Run 1, metal layers overlaid:
The bar under the picture is 20 µm long. Only two layers are drawn.
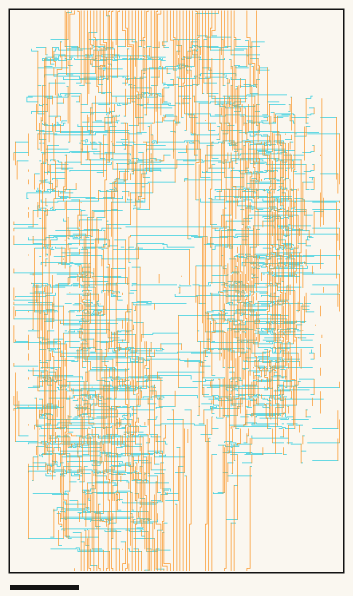
Run 1, supply network:
The bar under the picture is 20 µm long. Pins as bars on the die edge.
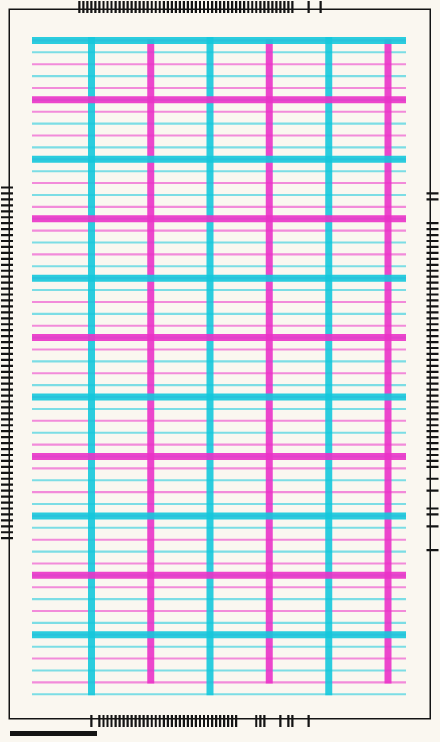
Run 1, metal 2:
The bar under the picture is 20 µm long.
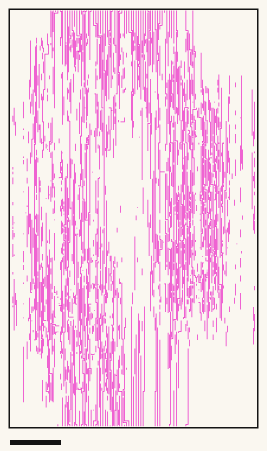
Design load_store_unit, sky130hd; sources not shown.
==> run_results.csv, run 1 <==
group,metric,value,unit
yosys,synth.top_cell.area_share,44.1,%
clock_tree,clock_latency,340,ps
yosys,flop_cell,"dfxtp_1",
placed_design,hpwl,13700,µm
yosys,ys_warn_count,6,
yosys,synth-edff-count,0,
cells_and_area,sh_comb_area,32.7,%
critical_path,startpoint_type,"register",
clock_tree,cts.sinks,108,
yosys,ys_types,34,
route,met3_length,1360,µm
critical_path,reg2reg_depth,10,
route,topRoutingLayerUsed,"met4",
cells_and_area,sh_seq_area,27.7,%
run_status,status,"finished with violations",
power,seq_power_share,43.9,%
yosys,ys_seq_share,44.1,%
cells_and_area,inv_count,51,
critical_path,slowest_delay,330,ps
yosys,topCellsByArea,"dfxtp_1 44%, nand2_1 9.9%, o21ai_0 8.6%, a21oi_1 7.9%, nor2_1 7.1%",
cells_and_area,fill_cells,1172,
critical_path,path_cells,"inv_2, nand2_4, nor2_4, nand2_4, nand2_4, nand2_8, buf_16, nand3_4, o21ai_1, a21oi_1",
grt,grt_pass1_vias,5427,
final_timing,setup_ws,-221,ps
final_timing,worst_slew_margin_rel,64.3,%
power,vdd_ir_drop_max,0.748,mV
cells_and_area,seq_area,0.00217,mm²
floorplan,tapCellCount,171,
critical_path,slowest_stage,"dfxtp_2",
grt,grt-ovfl-total,0,
run_status,violations,"setup timing",
critical_path,regToRegSetupSlack,-220,ps
yosys,yosys.area_share.simple,25.9,%
final_timing,period_used_share,117,%
critical_path,endpoint_kind,"register",
power,p_comb,0.00207,W
final_timing,rsz0062_at_grt,"yes",
final_timing,finalMaxSlewViolations,0,
final_timing,setup_viol,33,
yosys,aoi_share,20.1,%
route,ant_nets,0,
Back to the opening pictures, 'metal layers overlaid':
Key: metal 1 = cyan [wire length 6410 µm]; metal 2 = orange [wire length 9930 µm]
routed len/inst: 17.0 µm
vias post-DR: 5475
GRT Total Usage: 22.8%

Back to the opening pictures, 'supply network':
Key: VDD = magenta; VSS = cyan
209 signal pins sit on the boundary. 11 straps on met5. The core has 55 rows.
core region area: 0.0128 mm²
Die Y-Extent: 162 µm

Back to the opening pictures, 'metal 2':
The layer holds 54% of the routed length. The layer carries 9930 µm of wire. The wires run mostly vertical. 863 nets have wire on it. The longest straight run is 68.0 µm.
final wirelength: 18500 µm
met2 Track Usage GR: 42.7%

run 1: through the flow:
step	util, %	cells	TNS (ps)	hold slack [ps]
detailed placement	56.1	1061	-56270	387
floorplan	-	686	-302	214
global route	61.2	1092	-7630	188
finish	61.2	1092	-4630	175
global placement	56.1	1061	-54750	382
CTS	59.5	1088	-4860	164
run 1: layout by cell type, fill, tap and decap left out, types with 6 or more instances in the layout:
cell             instances
nand2_1                112
dlygate4sd2_1          104
dfxtp_1                103
clkdlybuf4s50_1         99
nor2_1                  92
a21oi_1                 73
o21ai_0                 55
inv_1                   45
o21ai_1                 31
nand3_2                 21
buf_4                   19
clkbuf_2                13
nand3_1                 13
nand2_4                 13
o211ai_1                12
nand2_2                 10
o21ai_2                 10
clkbuf_16               10
buf_2                    9
clkbuf_1                 9
buf_6                    7
and2_4                   6
==> inputs of run 2 (changes only) <==
- CELL_PAD_IN_SITES_DETAIL_PLACEMENT: not set -> 0
- CELL_PAD_IN_SITES_GLOBAL_PLACEMENT: not set -> 1
- CORE_AREA: 5 5 91 157 -> 5 5 108 187
- CTS_BUF_LIST: not set -> sky130_fd_sc_hd__clkbuf_2
- DIE_AREA: 0 0 96 162 -> 0 0 113 192
- PLACE_DENSITY: 0.83 -> 0.84
Run 2, the metal 3 layer:
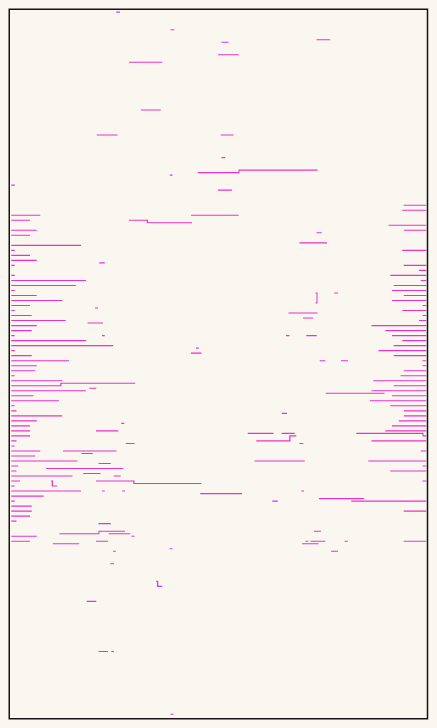
The wires run mostly horizontal. 154 nets have wire on it. The layer holds 5.7% of the routed length. The longest straight run is 27.4 µm. The layer carries 1210 µm of wire.
final wirelength: 21300 µm
vias post-DR: 5713
GR Util met3: 3.63%

Run 2, metal 2:
The bar under the picture is 20 µm long.
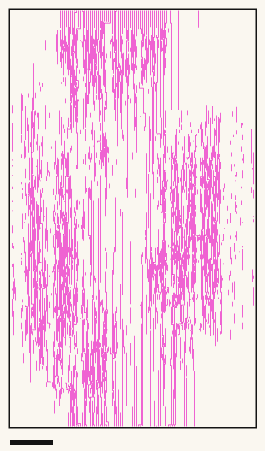
The layer carries 11800 µm of wire. 910 nets have wire on it. The wires run mostly vertical. The layer holds 55% of the routed length.
met2 Track Usage GR: 35.3%

==> run_results.csv, run 2 <==
group,metric,value,unit
run_status,status,"finished with violations",
run_status,violations,"setup timing",
cells_and_area,mostFrequentLayoutCells,"120 x buf_6, 104 x nand2_1, 103 x dfxtp_2",
clock_tree,cts_made_buffers,9,
power,p_comb,0.00283,W
clock_tree,cts_tree,"built",
critical_path,endpoint_kind,"primary output",
cells_and_area,flops,108,
cells_and_area,stdcell_count,1228,
cells_and_area,fill_cells,1704,
yosys,synth-edff-count,0,
critical_path,startpoint_type,"register",
route,ant_nets,0,
cells_and_area,sh_seq_area,24.7,%
critical_path,cp.depth,4,
placed_design,place_ws,-954,ps
yosys,synth.top_cell.area_share,44.1,%
final_timing,setup_ws,-360,ps
clock_tree,clock_latency,620,ps
yosys,synthTopCellsByCount,"129 x nand2_1, 108 x dfxtp_1, 93 x nor2_1, 84 x o21ai_0, 77 x a21oi_1",
cells_and_area,seq_area,0.00230,mm²
yosys,synth.cell_area,0.00491,mm²
clock_tree,cts.sinks,108,
yosys,ys_warn_count,6,
floorplan,dieArea,0.0217,mm²
cells_and_area,final_common_cell,"buf_6",
cells_and_area,final_core_util,50.6,%
cells_and_area,antenna_cells,1,
placed_design,hpwl,14900,µm
cells_and_area,inv_count,51,
critical_path,crit_path_frequent_cell,"nand2_2",
yosys,numSynthFlops,108,
yosys,flop_cell,"dfxtp_1",
power,p_clk_share,19.1,%
route,initialDrtViolationCount,170,
cells_and_area,dominant-cell-class,"non-clock buffers",
route,drcViolationCount,0,
final_timing,worst_slew_margin_rel,53.4,%
floorplan,fp_util,26.6,%
yosys,ys_types,34,
final_timing,period_used_share,128,%
final_timing,hold_viol_final,0,
cells_and_area,clock_area_share,1.13,%
placed_design,port_buffers,204,
cells_and_area,area_delta_synth_final,89.8,%
power,seq_power_share,46.4,%
placed_design,place_inst,1128,
critical_path,slowest_stage,"dfxtp_4",
grt,grt_util_all_layers,18.5,%
floorplan,tapCellCount,238,
route,routedWlPerCell,17.4,µm
critical_path,cp.required,1050,ps
critical_path,reg2reg_depth,10,
yosys,syn_avg_cell_area,7.17,µm²
critical_path,path_cells,"nand2_2, nand2_2, a21oi_2, buf_2",
critical_path,critPathKind,"reg -> out",
grt,grt_pass1_vias,5797,
yosys,ys_seq_share,44.1,%
cells_and_area,sh_comb_area,29.9,%
power,p_switching,0.00275,W
critical_path,regToRegSetupSlack,-290,ps
grt,grt-ovfl-total,0,
route,firstDrtPassIters,4,
final_timing,tns,-18630,ps
grt,grt_pass1_wl,31100,µm
critical_path,slowest_delay,430,ps
final_timing,rsz0062_at_grt,"yes",
power,report.power.total,0.00819,W
power,power_frac_comb,34.5,%
final_timing,finalMaxSlewViolations,0,
placed_design,gp_congestion,0.851,
yosys,topCellsByArea,"dfxtp_1 44%, nand2_1 9.9%, o21ai_0 8.6%, a21oi_1 7.9%, nor2_1 7.1%",
yosys,synth.yosys.chip_area,0.00491,mm²
final_timing,setup_viol,197,
final_timing,hold_slack,125,ps
flow_run,drv_cap,0,
worst_hold_path,hold_path.class,"in -> reg",
Run 2, supply network:
The bar under the picture is 20 µm long. Pins as bars on the die edge.
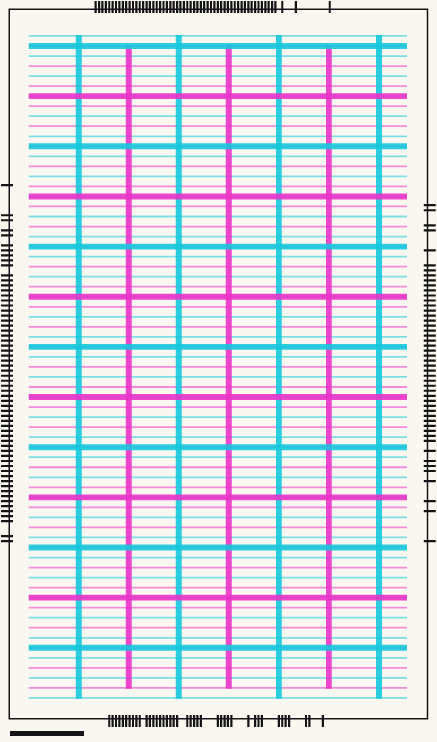
Key: VSS = cyan; VDD = magenta
67 met1 rails follow the rows. The core has 66 rows. 7 straps on met4. 209 signal pins sit on the boundary. 13 straps on met5.
worst vdd ir: 0.494 mV
core region area: 0.0184 mm²
Die Y-Extent: 192 µm
Die Wd: 113 µm

-- run 2: cells by family after synthesis --
kind of cell	after synthesis	share of synthesized area (%)
flops	108	44.1
compound gates	189	20.1
other cells	1	0.0764
buf+inv	101	9.82
simple gates	285	25.9
-- run 2: routing by layer --
layer	up-vias	routed length [µm]	part of all wire, %	track usage (%)
met3	57	1210	5.7	3.63
met4	0	987	4.6	10.6
met5	-	0	0	0
li1	2826	-	-	-
met1	2618	7370	35	18.1
met2	212	11800	55	35.3
-- run 2: timing repair --
item,4_1_cts,5_1_grt
gates resized,775,119
endpoints found under the hold margin,48,0
hold buffers,40,0
buffers inserted,29,14
setup endpoints to repair,206,203
pin swaps,50,61
cloned,8,4
-- run 2: worst min-delay path, delay by kind of cell --
family          cells  cell delay [ps]
compound gates      1              160
buf+inv             1              390
simple gates        1               60
Power is estimated from default activity; no workload was simulated.
